<file path="config.mk">
export PLATFORM = sky130hd
export DESIGN_NAME = dma_peripheral_responder_flat
export DESIGN_NICKNAME = d
export VERILOG_FILES = /design/src/rtl/dma_peripheral_responder_if.sv /design/src/rtl/dma_peripheral_responder.sv /design/src/flat_wrapper.sv
export SDC_FILE = /design/constraint.sdc
export NUM_CORES = 1
export LEC_CHECK = 0
export CORE_ASPECT_RATIO = 0.7
export CORE_UTILIZATION = 25
export CTS_CLUSTER_DIAMETER = 40
export DETAILED_ROUTE_END_ITERATION = 7
export PLACE_DENSITY = 0.5
export SYNTH_ARGS = -nofsm -noshare
export SYNTH_HDL_FRONTEND = slang
export SYNTH_SLANG_ARGS = --single-unit
</file>
<file path="constraint.sdc">
create_clock -name clk -period 3.3 [get_ports clk]
set_input_delay 0.99 -clock clk [delete_from_list [all_inputs] [get_ports clk]]
set_output_delay 0.99 -clock clk [all_outputs]
set_load 0.01 [all_outputs]
</file>
<file path="src/rtl/dma_peripheral_responder_if.sv">
// DMA bus and local stream bundle for dma_peripheral_responder.
// slave = the responder device, master = controller/local-side environment.
interface dma_peripheral_responder_if #(
  parameter int unsigned DATA_W = 8
);
  logic              dreq;
  logic              dackN;
  logic              iorN;
  logic              iowN;
  logic [DATA_W-1:0] dbIn;
  logic [DATA_W-1:0] dbOut;
  logic              dbOe;
  logic              eopNIn;
  logic              eopDrv;
  logic [DATA_W-1:0] lclWdata;
  logic              lclWvalid;
  logic              lclWready;
  logic [DATA_W-1:0] lclRdata;
  logic              lclRvalid;
  logic              lclRready;

  modport slave (
    output dreq, dbOut, dbOe, eopDrv, lclWready, lclRdata, lclRvalid,
    input  dackN, iorN, iowN, dbIn, eopNIn, lclWdata, lclWvalid, lclRready
  );

  modport master (
    input  dreq, dbOut, dbOe, eopDrv, lclWready, lclRdata, lclRvalid,
    output dackN, iorN, iowN, dbIn, eopNIn, lclWdata, lclWvalid, lclRready
  );
endinterface

</file>
<file path="src/rtl/dma_peripheral_responder.sv">
// Peripheral-side responder for an 8237 DMA controller with a local FIFO.
// Optional macro DMA_RESP_DEMAND_EN selects demand mode (DREQ held across back-to-back strobes).
module dma_peripheral_responder #(
  parameter int unsigned DATA_W = 8,
  parameter int unsigned DEPTH  = 16,
  parameter int unsigned CNT_W  = 16
) (
  input  logic             clk,
  input  logic             rst_n,
  input  logic             start,
  input  logic             dir,
  input  logic [CNT_W-1:0] blockLen,
  output logic             busy,
  output logic             done,
  output logic             err,
  dma_peripheral_responder_if.slave bus
);
  localparam int unsigned AW = $clog2(DEPTH);
  localparam int unsigned LW = AW + 1;

  typedef enum logic [2:0] {IDLE, REQ, XFER, WAITREL, FIN} stateT;

  stateT             state, stateNext;
  logic              iorS, iorP, iowS, iowP, dackS, dackP, eopS;
  logic              dirQ, dreqQ, eopDrvQ, eopSeen;
  logic [CNT_W-1:0]  remaining;
  logic [DATA_W-1:0] dbLatch;
  logic [DATA_W-1:0] mem [DEPTH];
  logic [AW-1:0]     wrPtr, rdPtr;
  logic [LW-1:0]     level, levelNext;

  logic startAcc, granted, strobeS, strobeP, svc, lastWord, endBlock, dackRise;
  logic empty, full, ready, pushLcl, popLcl, pushBus, popBus, push, pop;

  // Bus pins are sampled once; edges are found against the previous sample.
  always_ff @(posedge clk or negedge rst_n) begin
    if (!rst_n) begin
      iorS  <= 1'b1;
      iorP  <= 1'b1;
      iowS  <= 1'b1;
      iowP  <= 1'b1;
      dackS <= 1'b1;
      dackP <= 1'b1;
      eopS  <= 1'b1;
    end else begin
      iorS  <= bus.iorN;
      iorP  <= iorS;
      iowS  <= bus.iowN;
      iowP  <= iowS;
      dackS <= bus.dackN;
      dackP <= dackS;
      eopS  <= bus.eopNIn;
    end
  end

  assign startAcc = start && !busy;
  // WAITREL still owns the bus while DACK is low: a block-mode controller keeps strobing.
  assign granted  = (state == XFER) || (state == WAITREL);
  assign strobeS  = dirQ ? iowS : iorS;
  assign strobeP  = dirQ ? iowP : iorP;
  assign svc      = granted && strobeS && !strobeP;
  assign lastWord = (remaining == CNT_W'(1));
  assign endBlock = lastWord || eopSeen || !eopS;
  assign dackRise = dackS && !dackP;

  assign empty    = (level == '0);
  assign full     = (level == LW'(DEPTH));
  assign ready    = dirQ ? !full : !empty;
  assign pushLcl  = bus.lclWvalid && bus.lclWready;
  assign popLcl   = bus.lclRvalid && bus.lclRready;
  assign pushBus  = svc && dirQ && !full;
  assign popBus   = svc && !dirQ && !empty;
  assign push     = pushLcl || pushBus;
  assign pop      = popBus || popLcl;

  always_comb begin
    levelNext = level;
    if (push && !pop)      levelNext = level + LW'(1);
    else if (pop && !push) levelNext = level - LW'(1);
  end

`ifdef DMA_RESP_DEMAND_EN
  logic readyNext;
  assign readyNext = dirQ ? (levelNext != LW'(DEPTH)) : (levelNext != '0);
`endif

  // Next-state decode.
  always_comb begin
    stateNext = state;
    case (state)
      IDLE:    if (busy && ready) stateNext = REQ;
      REQ:     if (!dackS) stateNext = XFER;
      XFER: begin
        if (svc) begin
          if (endBlock) stateNext = FIN;
`ifdef DMA_RESP_DEMAND_EN
          else if (!readyNext) stateNext = WAITREL;
`else
          else stateNext = WAITREL;
`endif
        end else if (dackRise && strobeS) begin
          stateNext = REQ;
        end
      end
      WAITREL: begin
        if (svc) begin
          if (endBlock) stateNext = FIN;
        end else if (dackS) begin
          stateNext = IDLE;
        end
      end
      FIN:     stateNext = IDLE;
      default: stateNext = IDLE;
    endcase
  end

  always_ff @(posedge clk or negedge rst_n) begin
    if (!rst_n) begin
      state     <= IDLE;
      busy      <= 1'b0;
      done      <= 1'b0;
      err       <= 1'b0;
      dirQ      <= 1'b0;
      remaining <= '0;
      dreqQ     <= 1'b0;
      eopDrvQ   <= 1'b0;
      eopSeen   <= 1'b0;
    end else begin
      state   <= stateNext;
      done    <= (stateNext == FIN);
      dreqQ   <= (stateNext == REQ) || (stateNext == XFER);
      eopDrvQ <= granted && lastWord && !strobeS && !dackS;
      eopSeen <= granted && ((stateNext == XFER) || (stateNext == WAITREL)) && (eopSeen || !eopS);
      if (startAcc) begin
        busy      <= 1'b1;
        dirQ      <= dir;
        remaining <= blockLen;
        err       <= 1'b0;
      end else begin
        if (stateNext == FIN) busy <= 1'b0;
        if (svc) remaining <= remaining - CNT_W'(1);
        if (svc && (dirQ ? full : empty)) err <= 1'b1;
      end
    end
  end

  // Write data is captured while IOW is still asserted, so a late rise sample is safe.
  always_ff @(posedge clk or negedge rst_n) begin
    if (!rst_n)          dbLatch <= '0;
    else if (!bus.iowN)  dbLatch <= bus.dbIn;
  end

  always_ff @(posedge clk or negedge rst_n) begin
    if (!rst_n) begin
      wrPtr <= '0;
      rdPtr <= '0;
      level <= '0;
    end else begin
      if (push) wrPtr <= wrPtr + AW'(1);
      if (pop)  rdPtr <= rdPtr + AW'(1);
      level <= levelNext;
    end
  end

  always_ff @(posedge clk) begin
    if (push) mem[wrPtr] <= dirQ ? dbLatch : bus.lclWdata;
  end

  assign bus.dreq      = dreqQ;
  assign bus.eopDrv    = eopDrvQ;
  assign bus.dbOe      = granted && !dirQ && !bus.dackN && !bus.iorN;
  assign bus.dbOut     = (bus.dbOe && !empty) ? mem[rdPtr] : '0;
  assign bus.lclWready = !full && !dirQ;
  assign bus.lclRvalid = !empty && dirQ;
  assign bus.lclRdata  = mem[rdPtr];
endmodule
</file>
<file path="src/flat_wrapper.sv">
// flat-port wrapper written by rule: the top's interface ports become plain ports
module dma_peripheral_responder_flat 
#(
  parameter int unsigned DATA_W = 8,
  parameter int unsigned DEPTH  = 16,
  parameter int unsigned CNT_W  = 16
)
  (clk, rst_n, start, dir, blockLen, busy, done, err, bus_dreq, bus_dbOut, bus_dbOe, bus_eopDrv, bus_lclWready, bus_lclRdata, bus_lclRvalid, bus_dackN, bus_iorN, bus_iowN, bus_dbIn, bus_eopNIn, bus_lclWdata, bus_lclWvalid, bus_lclRready);
  dma_peripheral_responder_if #(.DATA_W(DATA_W)) bus_i ();
  input  logic clk;
  input  logic rst_n;
  input  logic start;
  input  logic dir;
  input  logic [CNT_W-1:0] blockLen;
  output logic busy;
  output logic done;
  output logic err;
  output wire logic [$bits(bus_i.dreq)-1:0] bus_dreq;
  output wire logic [$bits(bus_i.dbOut)-1:0] bus_dbOut;
  output wire logic [$bits(bus_i.dbOe)-1:0] bus_dbOe;
  output wire logic [$bits(bus_i.eopDrv)-1:0] bus_eopDrv;
  output wire logic [$bits(bus_i.lclWready)-1:0] bus_lclWready;
  output wire logic [$bits(bus_i.lclRdata)-1:0] bus_lclRdata;
  output wire logic [$bits(bus_i.lclRvalid)-1:0] bus_lclRvalid;
  input wire logic [$bits(bus_i.dackN)-1:0] bus_dackN;
  input wire logic [$bits(bus_i.iorN)-1:0] bus_iorN;
  input wire logic [$bits(bus_i.iowN)-1:0] bus_iowN;
  input wire logic [$bits(bus_i.dbIn)-1:0] bus_dbIn;
  input wire logic [$bits(bus_i.eopNIn)-1:0] bus_eopNIn;
  input wire logic [$bits(bus_i.lclWdata)-1:0] bus_lclWdata;
  input wire logic [$bits(bus_i.lclWvalid)-1:0] bus_lclWvalid;
  input wire logic [$bits(bus_i.lclRready)-1:0] bus_lclRready;
  assign bus_dreq = bus_i.dreq;
  assign bus_dbOut = bus_i.dbOut;
  assign bus_dbOe = bus_i.dbOe;
  assign bus_eopDrv = bus_i.eopDrv;
  assign bus_lclWready = bus_i.lclWready;
  assign bus_lclRdata = bus_i.lclRdata;
  assign bus_lclRvalid = bus_i.lclRvalid;
  assign bus_i.dackN = bus_dackN;
  assign bus_i.iorN = bus_iorN;
  assign bus_i.iowN = bus_iowN;
  assign bus_i.dbIn = bus_dbIn;
  assign bus_i.eopNIn = bus_eopNIn;
  assign bus_i.lclWdata = bus_lclWdata;
  assign bus_i.lclWvalid = bus_lclWvalid;
  assign bus_i.lclRready = bus_lclRready;
  dma_peripheral_responder #(.DATA_W(DATA_W), .DEPTH(DEPTH), .CNT_W(CNT_W)) u_core (.clk(clk), .rst_n(rst_n), .start(start), .dir(dir), .blockLen(blockLen), .busy(busy), .done(done), .err(err), .bus(bus_i));
endmodule
</file>
==> images/clock_wires.png <==
Bar = 50 um.
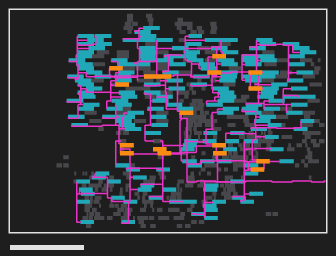
clock wires: shown in magenta, length 2250 um. clock-net drivers: shown in orange, count 17. flip-flops: shown in cyan, count 182.
There are 18 routed clock nets.
Setup Skew: 14.4 ps
Clock Power: 2.03 mW

==> images/ff_map.png <==
Bar = 50 um. Other sequential cells in the stronger gray, the rest of the logic in the fainter gray.
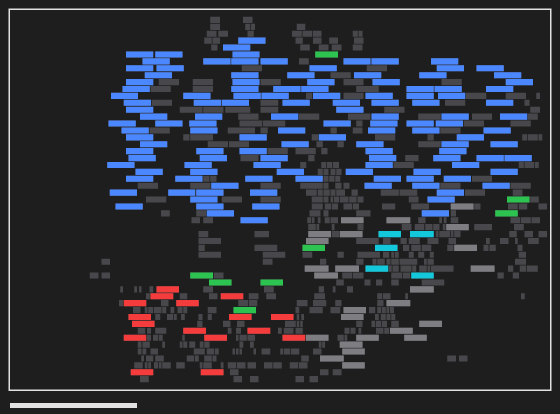
u_core.level: shown in cyan, sequential cells 5. u_core.remaining: shown in red, sequential cells 16. u_core.dbLatch: shown in green, sequential cells 8. u_core.mem: shown in blue, sequential cells 128.
Another 25 sequential cells are not colored.
Storage cell area: 0.00521 mm^2
final core utilization: 0.328
Seq/total area: 0.523

==> images/placed.png <==
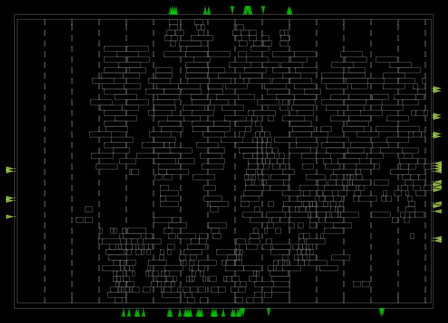
core outline area: 0.0303 mm^2
Tapcells: 412
seq_cells: 182
num rows: 53
Finished Layout Cells: 1003

==> images/route_heat.png <==
The die is cut into 21 by 15 equal tiles; dark blue is low, red is high, scaled to the fullest tile. Values are wire area over tile area, all layers added.
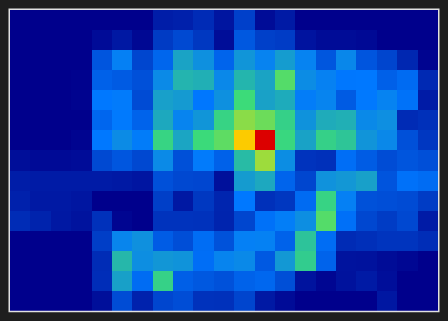
The mean over all tiles is 0.092. The fullest tile reaches 0.57. 2.5% of the tiles are over half the peak. 24% of the tiles are nearly empty. The emptiest ninth of the die: top left. The densest ninth of the die: middle.

==> images/sizing.png <==
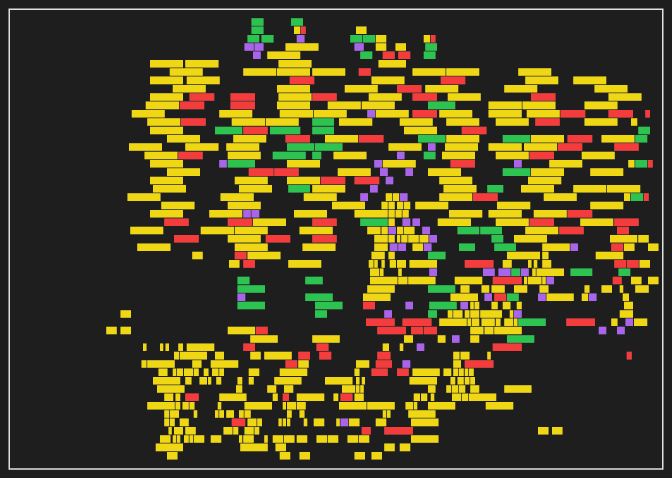
x6 and larger: shown in green, cells 53. x1 and smaller: shown in yellow, cells 405. x3 and x4: shown in purple, cells 48. x2: shown in red, cells 84.

==> results_slide.txt <==
Implementation Results

Global route
  – Initial antenna violation count: 1
  – Largest net degree at the start of global routing: 36
  – First-pass GRT wire length: 28.3 mm
  – Vias in the first global route: roughly 4500
  – Total GRT Usage: 0.124

Logic synthesis
  – Ys async rst share: 0.297
  – Synthesis warning total: 0
  – Biggest area consumer among synthesized cells: edfxtp_1
  – Yosys synthesis chip area: about 0.0078 mm^2
  – Yosys Instances: between 400 and 500
  – Share of the yosys chip area belonging to registers: 0.670
  – Unique cell type count in the Yosys netlist: about 50
  – Mapped Cells: around 460
  – Mapped cell area: 0.00776 mm^2
  – Most common reg cell: edfxtp_1
  – Synth flops: between 150 and 200
  – Top-area cell share: 0.495
  – Top cells, area: edfxtp_1 50%, dfrtp_1 15%, mux4_2 12%
  – Floorplan Nets: between 500 and 600

Drt
  – Via-per-instance ratio: roughly 4.3
  – Drt drc: 0
  – Vias: 4342
  – Post-Route WL: 18.8 mm
  – Router iterations before antenna repair: 4
  – Post-DRT Antenna Nets: 0
  – DR WL/cell: around 19 um
  – Initial DRC Count: 335

STA
  – Final worst slack: -182 ps
  – Fmax achieved: approximately 0.29 GHz
  – Final hold vios: 0
  – Rel. slew slack: 0.577
  – Cycle use final: 1.06
  – RSZ-0062 raised after global routing: yes
  – Final setup violation count: 13
  – Worst Tran Pin Value: roughly 630 ps
  – Period minus WS final: roughly 3500 ps
  – Slew Viols, Final: 0

Clocking
  – CTS Hold Bufs: 0
  – Postcts setup bufs: 10
  – CTS sink count: ~180
  – Clk_lat worst skew: 430 ps
  – H-tree levels: 4
  – CTS root buf: clkbuf_16
  – Clock slew at reported path FFs: 70 ps
  – TritonCTS clock tree: yes
  – Clock tree buffer depth: 2

Run
  – Tool warnings: 32

Setup path
  – Worst-case reg-to-reg path depth: 13
  – Critical Path RT: between 2000 and 2500 ps
  – Worst path cell trace: buf_8, buf_16, buf_12, mux4_2, mux4_2, and2_4, buf_6
  – RR Endpoint: u_core.level[4]
  – CP max stage cell: mux4_2
  – Reg-to-Reg Start: u_core.level[1]
  – Crit path top cell by count: mux4_2
  – Top delay family on crit path: multiplexers
  – Worst R2R Setup Slack: 390 ps
  – Crit. End Element: output port
  – Worst Setup Start Kind: flip-flop
  – Worst Setup EP: bus_dbOut[1]
  – Crit path buf inv count: 4
  – Arrival time worst endpoint: approximately 2500 ps
  – CP startpoint: u_core.rdPtr[0]
  – CP Max Fanout: 4

Die
  – Pre-Place Util: 0.256
  – I/O pin count: between 60 and 70
  – DIE WIDTH: 213 um

Cells and area
  – Ratio of cells with drive above 1 in the final layout: 0.314
  – Final nets: between 600 and 700
  – Fill cells: 2952
  – Most frequent cells in the layout: 128 x edfxtp_1, 45 x dfrtp_1, 44 x clkdlybuf4s50_1
  – Most used logic cell in the final layout: edfxtp_1

Power
  – Comb pwr share: 0.387
  – Internal: between 5 and 6 mW
  – Leak Pwr: about 3.5 nW
  – Seq group: around 3.3 mW
  – Sw power: approximately 2.8 mW
  – Worst vdd ir: between 0.3 and 0.4 mV
  – Pwr/cell area: ~870 mW/mm^2

Place
  – Port Buf Inserts: between 60 and 70
  – Placement Setup Slack: -525 ps
  – Post-Place Cells: 956
  – Dpl hpwl: between 10 and 15 mm

Run status
  – Failing checks: negative setup slack
  – Outcome: complete, but fails checks

Worst hold path
  – Hold Path End: u_core.iowP
  – Cells on Worst Hold Path: 0
  – Worst Hold Launch: u_core.iowS
## Yosys cell counts, types with 10 or more instances
cell type  instances
edfxtp_1         128
dfrtp_1           47
mux4_2            40
nand2_1           28
xnor2_1           23
mux2_2            20
and3_1            13
clkbuf_1          13
ha_1              11
o21ai_0           11
o21ai_1           11
and2_1            10
inv_1             10
nor3_1            10
## layer usage
metal	up-vias	global-route usage	share of wire
met5	-	0	0
met4	0	0.0345	0.011
met1	2231	0.173	0.48
li1	2015	-	-
met2	84	0.190	0.45
met3	12	0.0344	0.053
## per-stage QoR
stage	setup TNS, ps	hold slack [ps]	utilization	instance area (um^2)
after CTS	-1690	387	0.326	9880
after floorplan	0	356	-	7760
final	-1460	387	0.328	9950
after global routing	-2590	393	0.328	9950
after detailed placement	-4290	374	0.301	9120
after global placement	-4610	375	0.301	9120
## area by class of cell
type                    count  area share
flip-flops and latches    182       0.523
multi-input cells         248       0.243
repair buffers            119       0.119
well taps                 412      0.0518
clock buffers              17      0.0427
clock inverters            14      0.0165
inverters                  10     0.00377
diodes                      1    0.000251
## kinds of logic (layout without fill, tap and decap cells)
kind of cell / Yosys count / in the layout / share of synthesized area
buffers and inverters: 33 / 160 / 0.0214
adder cells (fa/ha/maj): 12 / 12 / 0.0203
AND-OR/OR-AND: 41 / 41 / 0.0327
multiplexers: 60 / 60 / 0.145
XOR/XNOR: 28 / 28 / 0.0316
AND/OR/NAND/NOR: 107 / 107 / 0.0785
other: 0 / 1 / 0
flip-flops: 182 / 182 / 0.670
## sequential cells by signal, indices dropped and copies added, names as in the netlist, 3 cells and up
| name | count |
|---|---|
| u_core.dbLatch | 8 |
| u_core.level | 5 |
| u_core.mem | 128 |
| u_core.rdPtr | 4 |
| u_core.remaining | 16 |
| u_core.state | 3 |
| u_core.wrPtr | 4 |
Power is estimated from default activity; no workload was simulated.
